`src/rtl/run_step_scheduler_if.sv`:
```
// Request/grant and step-pulse bundle shared by the requesters and the run-step scheduler.
// Master is the requester side, slave is the scheduler.
interface run_step_scheduler_if #(
   parameter int unsigned NREQ = 4,
   parameter int unsigned CW   = 4
);
   localparam int unsigned IW = $clog2(NREQ);

   logic [NREQ-1:0]    req;
   logic [NREQ*CW-1:0] steps;
   logic [NREQ-1:0]    gnt;
   logic               run;
   logic [1:0]         phase;
   logic               phase_b;
   logic               busy;
   logic               done;
   logic [IW-1:0]      done_id;

   modport master (
      output req, steps,
      input  gnt, run, phase, phase_b, busy, done, done_id
   );

   modport slave (
      input  req, steps,
      output gnt, run, phase, phase_b, busy, done, done_id
   );
endinterface

```
`src/rtl/run_step_scheduler.sv`:
```
// Round-robin scheduler sharing one three-phase stepping FSM among NREQ requesters.
// Issues the granted number of run pulses spaced by GAP idle cycles and mirrors the FSM phase.
module run_step_scheduler #(
   parameter int unsigned NREQ = 4,
   parameter int unsigned CW   = 4,
   parameter int unsigned GAP  = 1
) (
   input logic                 i_clk,
   input logic                 i_reset,
   run_step_scheduler_if.slave bus
);
   localparam int unsigned IW = $clog2(NREQ);
   localparam logic [3:0] GapLoad = (GAP > 0) ? 4'(GAP - 1) : 4'd0;

   typedef enum logic [1:0] {
      StIdle  = 2'd0,
      StPulse = 2'd1,
      StGap   = 2'd2,
      StDone  = 2'd3
   } state_e;

   state_e          r_state;
   logic [NREQ-1:0] r_gnt;
   logic [IW-1:0]   r_owner;
   logic [IW-1:0]   r_rr;
   logic [CW-1:0]   r_remaining;
   logic [3:0]      r_gap_cnt;
   logic [1:0]      r_phase;

   logic            w_found;
   logic [IW-1:0]   w_win;
   int unsigned     w_idx;
   logic [CW-1:0]   w_win_steps;

   // First requester at or above the rr pointer, wrapping at NREQ.
   always_comb begin
      w_found = 1'b0;
      w_win   = '0;
      w_idx   = 0;
      for (int unsigned k = 0; k < NREQ; k++) begin
         w_idx = (32'(r_rr) + k) % NREQ;
         if (!w_found && bus.req[w_idx]) begin
            w_found = 1'b1;
            w_win   = IW'(w_idx);
         end
      end
      w_win_steps = bus.steps[32'(w_win)*CW +: CW];
   end

   always_ff @(posedge i_clk) begin
      if (!i_reset) begin
         r_state     <= StIdle;
         r_gnt       <= '0;
         r_owner     <= '0;
         r_rr        <= '0;
         r_remaining <= '0;
         r_gap_cnt   <= '0;
         r_phase     <= 2'd0;
      end else begin
         case (r_state)
            StIdle: begin
               if (w_found) begin
                  r_gnt       <= NREQ'(1) << w_win;
                  r_owner     <= w_win;
                  r_remaining <= w_win_steps;
                  r_state     <= (w_win_steps != '0) ? StPulse : StDone;
               end
            end
            StPulse: begin
               r_phase     <= (r_phase == 2'd0) ? 2'd1 : (r_phase == 2'd1) ? 2'd2 : 2'd0;
               r_remaining <= r_remaining - CW'(1);
               if (r_remaining == CW'(1)) begin
                  r_state <= StDone;
               end else if (GAP > 0) begin
                  r_state   <= StGap;
                  r_gap_cnt <= GapLoad;
               end else begin
                  r_state <= StPulse;
               end
            end
            StGap: begin
               if (r_gap_cnt == 4'd0) begin
                  r_state <= StPulse;
               end else begin
                  r_gap_cnt <= r_gap_cnt - 4'd1;
               end
            end
            StDone: begin
               r_gnt   <= '0;
               r_rr    <= (r_owner == IW'(NREQ - 1)) ? '0 : r_owner + IW'(1);
               r_state <= StIdle;
            end
            default: r_state <= StIdle;
         endcase
      end
   end

   assign bus.gnt     = r_gnt;
   assign bus.run     = (r_state == StPulse);
   assign bus.phase   = r_phase;
   assign bus.phase_b = (r_phase == 2'd2);
   assign bus.busy    = (r_state != StIdle);
   assign bus.done    = (r_state == StDone);
   assign bus.done_id = r_owner;
endmodule

```
`src/flat_wrapper.sv`:
```
// flat-port wrapper written by rule: the top's interface ports become plain ports
module run_step_scheduler_flat 
#(
   parameter int unsigned NREQ = 4,
   parameter int unsigned CW   = 4,
   parameter int unsigned GAP  = 1
)
  (i_clk, i_reset, bus_req, bus_steps, bus_gnt, bus_run, bus_phase, bus_phase_b, bus_busy, bus_done, bus_done_id);
  run_step_scheduler_if #(.NREQ(NREQ), .CW(CW)) bus_i ();
  input logic i_clk;
  input logic i_reset;
  input wire logic [$bits(bus_i.req)-1:0] bus_req;
  input wire logic [$bits(bus_i.steps)-1:0] bus_steps;
  output wire logic [$bits(bus_i.gnt)-1:0] bus_gnt;
  output wire logic [$bits(bus_i.run)-1:0] bus_run;
  output wire logic [$bits(bus_i.phase)-1:0] bus_phase;
  output wire logic [$bits(bus_i.phase_b)-1:0] bus_phase_b;
  output wire logic [$bits(bus_i.busy)-1:0] bus_busy;
  output wire logic [$bits(bus_i.done)-1:0] bus_done;
  output wire logic [$bits(bus_i.done_id)-1:0] bus_done_id;
  assign bus_i.req = bus_req;
  assign bus_i.steps = bus_steps;
  assign bus_gnt = bus_i.gnt;
  assign bus_run = bus_i.run;
  assign bus_phase = bus_i.phase;
  assign bus_phase_b = bus_i.phase_b;
  assign bus_busy = bus_i.busy;
  assign bus_done = bus_i.done;
  assign bus_done_id = bus_i.done_id;
  run_step_scheduler #(.NREQ(NREQ), .CW(CW), .GAP(GAP)) u_core (.i_clk(i_clk), .i_reset(i_reset), .bus(bus_i));
endmodule
```
`config.mk`:
```
export PLATFORM = sky130hd
export DESIGN_NAME = run_step_scheduler_flat
export DESIGN_NICKNAME = d
export VERILOG_FILES = /design/src/rtl/run_step_scheduler_if.sv /design/src/rtl/run_step_scheduler.sv /design/src/flat_wrapper.sv
export SDC_FILE = /design/constraint.sdc
export NUM_CORES = 1
export LEC_CHECK = 0
export CORE_AREA = 2 2 53 55
export DETAILED_ROUTE_END_ITERATION = 12
export DIE_AREA = 0 0 55 57
export GPL_ROUTABILITY_DRIVEN = 1
export PLACE_DENSITY = 0.83
export SLEW_MARGIN = 20
export SYNTH_ARGS = -nofsm -noshare
export SYNTH_HDL_FRONTEND = slang
export SYNTH_SLANG_ARGS = --single-unit
```
`constraint.sdc`:
```
create_clock -name i_clk -period 4.92 [get_ports i_clk]
set_input_delay 0.738 -clock i_clk [delete_from_list [all_inputs] [get_ports i_clk]]
set_output_delay 0.738 -clock i_clk [all_outputs]
set_load 0.1 [all_outputs]
```
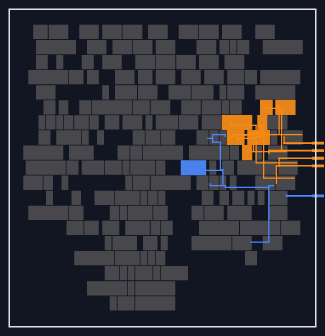
run_1/io_fan.png
- bus_req: orange (bits 4; direction input; edge east; end cells 9; buffers 4; wire 116 µm)
- bus_done: blue (bits 1; direction output; edge east; end cells 1; buffers 1; wire 48.7 µm)
I/O pins: 34
number of port buffers: 33

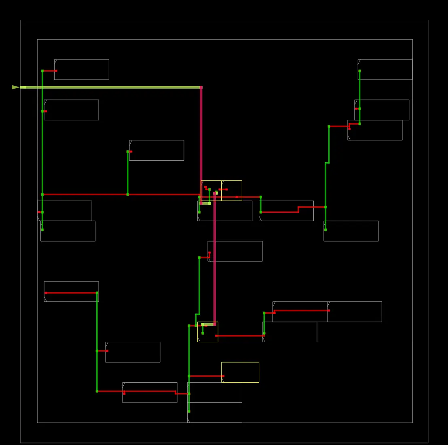
run_1/clocks.png
clk sink count: 20
flip-flops: 20
TritonCTS buffer count: 3
clk latency late pin: 0.30 ns
Clock Buffer Count: 4

==> impl_metrics.csv, run 1 <==
group,metric,value,unit
synth,most_common_cell,"dfxtp_1",
global_routing,antenna_found_initial,0,
placed_design,gp_congestion,0.699,
synth,ys_cells,150,
final_timing,worst_pin_slew,1.08,ns
final_timing,setup_viol,0,
floorplanning,rows,19,
pwr,p_seq_frac,0.258,
synth,ys_seq_share,0.312,
flow_run,cap_violations,0,
floorplanning,num_tap_cells,31,
clock_network,cts_tree,"yes",
synth,yosysChipArea,1280,µm²
clock_network,clk_path_buf_depth,2,
synth,edf_count,0,
global_routing,grt_usage,0.191,
floorplanning,core_area,2620,µm²
final_layout,comb_area,817,µm²
worst_setup_path,reg2regPathDepth,7,
final_timing,rsz0062_at_grt,"no",
placed_design,dp_slack,1.56,ns
global_routing,grt_max_degree,18,
route,wirelength,2760,µm
final_timing,min_period_over_period,0.668,
pwr,p_comb_frac,0.646,
pwr,p_sw,0.000520,W
final_layout,n_all_buffers,33,
floorplanning,fp_util,0.491,
worst_setup_path,ff2ff_setup_slack,2.24,ns
synth,netlist_top_cells_count,"20 x dfxtp_1, 13 x nand2_1, 12 x mux2i_1, 11 x nor2_1",
final_timing,finalCriticalPeriod,3.29,ns
synth,mux_share,0.129,
route,drt-vias-per-instance,5.36,
worst_setup_path,r2r-start,"u_core.r_rr[1]",
pwr,pwr-share-clk,0.095,
final_timing,worst_hold_slack,0.532,ns
final_layout,fin_nets,216,
synth,yosys.area.top_type,"dfxtp_1",
final_layout,layout.cells.most_common,"clkdlybuf4s50_1",
worst_setup_path,slowest_delay,1.25,ns
final_timing,fin_skew,0.00490,ns
final_layout,top_area_cell_class,"logic gates",
final_layout,comb_cells,115,
pwr,p_int,0.000480,W
final_layout,fillers,227,
final_layout,layoutNonFillerInstCount,214,
final_timing,worst_slack,1.63,ns
final_timing,setup_tns,0,ns
worst_setup_path,endpoint,"bus_run",
hold_path,worstHoldStart,"u_core.r_gap_cnt[3]",
route,drt_iter0_drc,15,
placed_design,dpl.cell_count,210,
synth,area_leaders,"dfxtp_1 31%, ha_1 9.7%, mux2i_1 9.3%",
worst_setup_path,path_delay_family,"buffers and inverters",
route,drtAntennaViolNets,0,
worst_setup_path,critPathRequiredTime,4.18,ns
route,wl_per_cell,12.9,µm
global_routing,grt_pass1_vias,1063,
route,drc,0,
worst_setup_path,crit_cells,3,
pwr,ir_drop,473,µV
final_layout,drive_gt1_frac,0.0656,
clock_network,cts_max_level,1,
worst_setup_path,worstSetupPathType,"reg2out",
worst_setup_path,slowest_stage,"clkdlybuf4s50_1",
floorplanning,dieArea,3140,µm²
run_status,outcome,"completed",
floorplanning,die_y,57,µm
pwr,cellPowerDensity,601,nW/µm²
synth,synth_area,1280,µm²
worst_setup_path,crit_buf_inv,2,
pwr,swShare,0.520,
synth,logic_family,"simple AND/OR/NAND/NOR gates",
clock_network,clk_pin_slew,0.11,ns
synth,top_area_frac,0.312,
final_timing,hold_viol,0,
hold_path,hold_depth,2,
final_layout,comb_share,0.491,
worst_setup_path,critical_path_arrival,2.55,ns
synth,synth_cells,150,
synth,synthAdderAreaFrac,0.0974,
synth,synth-async-reset-ratio,0,
flow_run,tool_warnings,32,
global_routing,overflow,0,
pwr,powerClk,0.0000954,W
worst_setup_path,path_cells,"inv_1 -> ha_1 -> clkdlybuf4s50_1",
pwr,combinationalPower,0.000646,W
synth,ys.flops,20,
route,firstDrtPassIters,4,
final_layout,clock_cell_area_share,0.0218,
worst_setup_path,setup.worst_path.end_class,"primary output",
synth,synth-simple-area-share,0.221,
synth,syn_nets,182,
final_layout,diodes,0,
hold_path,hold_class,"reg2reg",
hold_path,holdPathEnd,"u_core.r_gap_cnt[3]",
synth,ys_types,38,
worst_setup_path,r2r_end,"u_core.r_state[1]",
synth,yosys_warnings,0,
clock_network,cts_root_buffer,"clkbuf_4",
clock_network,post-cts-setup-buffer-count,0,
final_timing,finalMaxSlewViolations,0,
synth,syn_avg_cell_area,8.57,µm²
final_layout,area_delta_synth_final,29.5,%
worst_setup_path,worstSetupStartpointType,"flop",
floorplanning,die_x,55,µm
final_timing,max_freq,304,MHz
synth,flop_cell,"dfxtp_1",
clock_network,postCtsHoldBufs,0,
placed_design,hpwl,2160,µm
synth,aoi_share,0.168,
pwr,p_leak,0.663,nW
final_layout,final_cell_mix,"33 x clkdlybuf4s50_1, 20 x dfxtp_1, 13 x nand2_1, 12 x mux2i_1, 11 x nor2_1",
final_layout,inverters,11,
global_routing,grt_first_pass_wirelength,4530,µm
pwr,maxPowerGroup,"combinational cells",
clock_network,cts_resized,0,
worst_setup_path,crit_fanout,16,
synth,xor_share,0.0204,
route,vias,1146,
final_timing,max-slew-margin-rel,0.279,
worst_setup_path,setup.worst_path.start,"u_core.r_state[1]",
final_layout,buf_share,0.198,
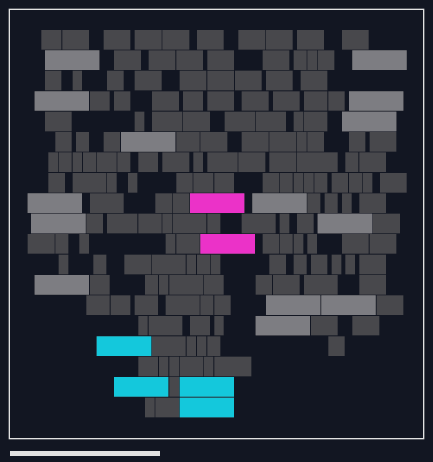
run_1/flops_by_reg.png
The bar under the picture is 20 µm long. Other sequential cells in the stronger grey, the rest of the logic in the fainter grey.
- u_core.r_state: magenta (flops 2)
- u_core.r_gap_cnt: cyan (flops 4; where south)
Seq area share: 0.241
Seq power: 0.000259 W
fin util: 0.636
Reg area: 400 µm²

[run 1: through the flow]
step / power [W] / cell area (µm²)
detailed placement: 0.000908 / 1630
CTS: 0.00101 / 1660
floorplan: 0.000771 / 1280
global placement: 0.000877 / 1630
finish: 0.00100 / 1660
global route: 0.00108 / 1660
[run 1: state kept, by name, indices dropped and copies added, names as in the netlist]
register / cells
u_core.r_state: 2
u_core.r_remaining: 4
u_core.r_rr: 2
u_core.bus.phase: 2
u_core.bus.gnt: 4
u_core.r_gap_cnt: 4
u_core.bus.done_id: 2
[run 1: metal layers]
metal  share of wire  track usage
met1            0.44        0.241
met2            0.51        0.335
met3           0.034       0.0314
met4           0.012       0.0418
met5               0            0
run_1/sizes.png
The bar under the picture is 20 µm long.
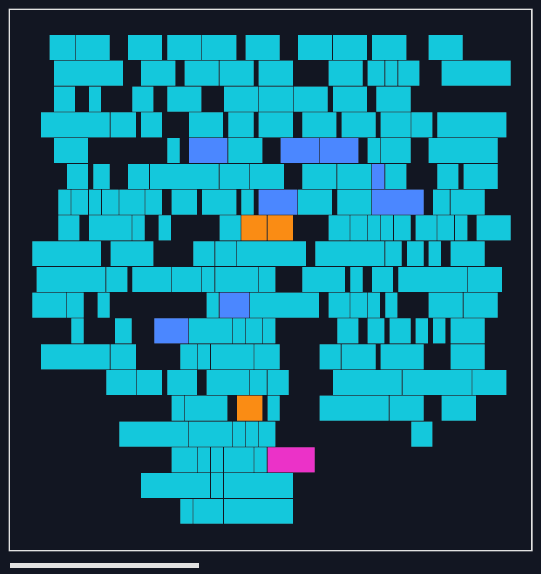

==> run 2: changes to the inputs <==
--- a/config.mk
+++ b/config.mk
@@ -5,11 +5,11 @@
 export SDC_FILE = /design/constraint.sdc
 export NUM_CORES = 1
 export LEC_CHECK = 0
-export CORE_AREA = 2 2 53 55
+export CORE_AREA = 2 2 55 57
 export DETAILED_ROUTE_END_ITERATION = 12
-export DIE_AREA = 0 0 55 57
+export DIE_AREA = 0 0 57 59
 export GPL_ROUTABILITY_DRIVEN = 1
-export PLACE_DENSITY = 0.83
+export PLACE_DENSITY = 0.77
 export SLEW_MARGIN = 20
 export SYNTH_ARGS = -nofsm -noshare
 export SYNTH_HDL_FRONTEND = slang
==> constraint.sdc (replaced) <==
create_clock -name i_clk -period 3.09 [get_ports i_clk]
set_input_delay 0.4635 -clock i_clk [delete_from_list [all_inputs] [get_ports i_clk]]
set_output_delay 0.4635 -clock i_clk [all_outputs]
set_load 0.1 [all_outputs]
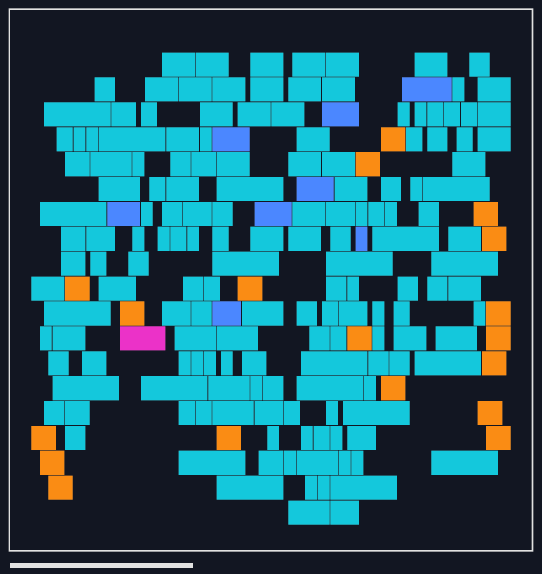
run_2/sizes.png
The bar under the picture is 20 µm long.
- _6 and larger: magenta (cells 1)
- _2 cells: blue (cells 8)
- _3 and _4 cells: orange (cells 18)
- _0 and _1 cells: cyan (cells 159)
Setup WS post-layout: 0.649 ns
Non-CTS buffers: 36

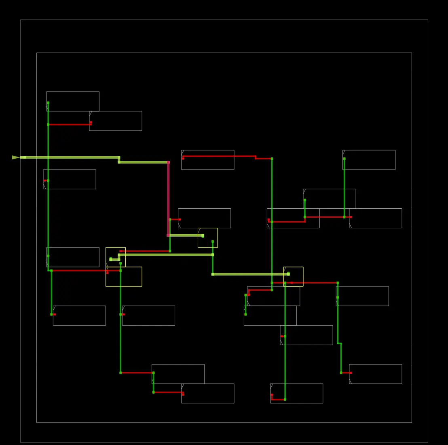
run_2/clocks.png
Clock net power: 0.000154 W
clk_skew: 0.00814 ns

==> run 2 against run 1 <==
First-iteration DRC count rose to 3.1 times the previous value. Sequential share of layout area up 0.11 points. Final area down 0.45%. Register-to-register slack worse by 1.5 ns. Power up 59%. Synthesized cell count unchanged. Hold slack better by 0.00081 ns. Via count up 1.3%. Highest routed layer unchanged.
==> impl_metrics.csv, run 2 <==
group,metric,value,unit
pwr,swShare,0.522,
flow_run,tool_warnings,32,
route,drtAntennaViolNets,0,
clock_network,cts_root_buffer,"clkbuf_4",
final_layout,top_area_cell_class,"logic gates",
final_layout,diodes,0,
final_timing,finalMaxSlewViolations,0,
synth,top_area_frac,0.312,
pwr,ir_drop,914,µV
pwr,combinationalPower,0.00102,W
final_timing,worst_pin_slew,0.554,ns
global_routing,grt_usage,0.187,
worst_setup_path,worstSetupPathType,"in2reg",
floorplanning,core_area,2710,µm²
route,wl_per_cell,13.1,µm
final_layout,seqAreaFraction,0.242,
worst_setup_path,slowest_delay,0.52,ns
global_routing,grt_max_degree,18,
synth,flop_cell,"dfxtp_1",
final_layout,comb_area,817,µm²
placed_design,port_buffers,33,
floorplanning,num_tap_cells,31,
hold_path,hold_class,"reg2reg",
synth,synth_area,1280,µm²
placed_design,place_area,1620,µm²
route,drc,0,
final_layout,clkbuf_count,4,
synth,synth_cells,150,
final_layout,area_delta_synth_final,28.9,%
route,firstDrtPassIters,4,
hold_path,holdPathEnd,"u_core.r_gap_cnt[1]",
synth,ys_cells,150,
floorplanning,die_y,59,µm
route,drt-vias-per-instance,5.35,
synth,synth-async-reset-ratio,0,
worst_setup_path,worstSetupStartpointType,"input pin",
worst_setup_path,endpoint,"u_core.r_state[1]",
floorplanning,fp_util,0.474,
pwr,finalPower,0.00159,W
pwr,pwr-share-clk,0.097,
final_layout,buf_share,0.195,
final_layout,fin_nets,219,
clock_network,post-cts-setup-buffer-count,0,
worst_setup_path,slowest_stage,"a311oi_2",
flow_run,cap_violations,0,
synth,ys_types,38,
route,drt_iter0_drc,46,
final_layout,design_area,1660,µm²
clock_network,postCtsHoldBufs,0,
pwr,p_sw,0.000831,W
worst_setup_path,r2r-start,"u_core.r_rr[1]",
synth,netlist_top_cells_count,"20 x dfxtp_1, 13 x nand2_1, 12 x mux2i_1, 11 x nor2_1",
clock_network,clk_pin_slew,0.11,ns
global_routing,overflow,0,
worst_setup_path,ff2ff_setup_slack,0.77,ns
clock_network,cts_tree,"yes",
global_routing,antenna_found_initial,0,
synth,yosysChipArea,1280,µm²
placed_design,hpwl,2260,µm
synth,ys_seq_share,0.312,
clock_network,cts_resized,0,
final_layout,comb_cells,115,
final_layout,clock_cell_area_share,0.0219,
worst_setup_path,setup.worst_path.end_class,"flop",
pwr,p_seq,0.000414,W
final_timing,worst_hold_slack,0.532,ns
floorplanning,num_io_pins,34,
hold_path,worstHoldStart,"u_core.r_gap_cnt[1]",
final_timing,min_period_over_period,0.790,
pwr,p_comb_frac,0.643,
route,vias,1161,
final_timing,finalCriticalPeriod,2.44,ns
clock_network,numCtsBuffers,3,
synth,syn_avg_cell_area,8.57,µm²
placed_design,dp_slack,0.324,ns
hold_path,hold_depth,2,
final_layout,layoutNonFillerInstCount,217,
pwr,p_leak,0.699,nW
worst_setup_path,r2r_end,"u_core.r_state[1]",
synth,syn_nets,182,
clock_network,clk_latency,0.30,ns
final_timing,max-slew-margin-rel,0.631,
final_layout,n_sequential_cell,20,
final_layout,final_cell_mix,"21 x clkdlybuf4s50_1, 20 x dfxtp_1, 15 x buf_4, 13 x nand2_1, 12 x mux2i_1",
global_routing,grt_first_pass_wirelength,5000,µm
worst_setup_path,critPathRequiredTime,3.32,ns
synth,area_leaders,"dfxtp_1 31%, ha_1 9.7%, mux2i_1 9.3%",
final_layout,regArea,400,µm²
final_layout,drive_gt1_frac,0.145,
synth,yosys_warnings,0,
pwr,cellPowerDensity,961,nW/µm²
final_layout,layout.cells.most_common,"clkdlybuf4s50_1",
placed_design,dpl.cell_count,213,
run_status,outcome,"completed",
final_timing,hold_viol,0,
final_layout,inverters,11,
final_timing,rsz0062_at_grt,"no",
clock_network,cts_max_level,1,
floorplanning,dieArea,3360,µm²
worst_setup_path,path_cells,"clkdlybuf4s50_1 -> mux2i_1 -> nor2_1 -> a311oi_2 -> mux2_2 -> nor3b_1 -> o2111ai_1 -> a31oi_1",
worst_setup_path,crit_fanout,5,
final_layout,post-route-util,0.611,
floorplanning,die_x,57,µm
final_layout,fillers,240,
floorplanning,rows,19,
worst_setup_path,setup.worst_path.start,"bus_req[0]",
synth,most_common_cell,"dfxtp_1",
clock_network,cts.sinks,20,
final_timing,setup_viol,0,
synth,ys.flops,20,
global_routing,grt_pass1_vias,1162,
synth,edf_count,0,
worst_setup_path,reg2regPathDepth,7,
synth,yosys.area.top_type,"dfxtp_1",
final_timing,max_freq,410,MHz
pwr,p_seq_frac,0.260,
placed_design,gp_congestion,0.777,
final_timing,setup_tns,0,ns
pwr,p_int,0.000761,W
route,wirelength,2840,µm
pwr,maxPowerGroup,"combinational cells",
final_layout,comb_share,0.493,
worst_setup_path,critical_path_arrival,2.67,ns
clock_network,clk_path_buf_depth,2,
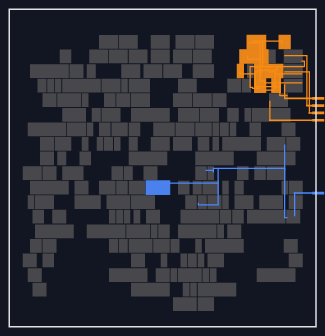
run_2/io_fan.png
- bus_req: orange (bits 4; direction input; edge east; end cells 9; buffers 4; wire 129 µm)
- bus_done: blue (bits 1; direction output; edge east; end cells 1; buffers 1; wire 57.5 µm)

-- run 2: kinds of logic after synthesis --
group           count (synthesis)  synth area share
buf+inv                        15            0.0526
xor+xnor                        3            0.0205
simple gates                   53             0.221
fa+ha+maj                      10            0.0974
compound gates                 33             0.168
mux                            16             0.129
flops                          20             0.312
-- run 2: worst max-delay path: cells and delay by family --
| kind | cells | cell delay (ns) |
|---|---|---|
| AND-OR/OR-AND | 3 | 0.85 |
| buffers and inverters | 1 | 0.49 |
| multiplexers | 2 | 0.60 |
| AND/OR/NAND/NOR | 2 | 0.27 |
-- run 2: metal layers --
metal	GRT usage	wire [µm]	vias up
li1	-	-	594
met1	0.226	1230	537
met2	0.338	1470	28
met3	0.0524	128	2
met4	0.0299	10	0
met5	0	0	-
Power is estimated from default activity; no workload was simulated.
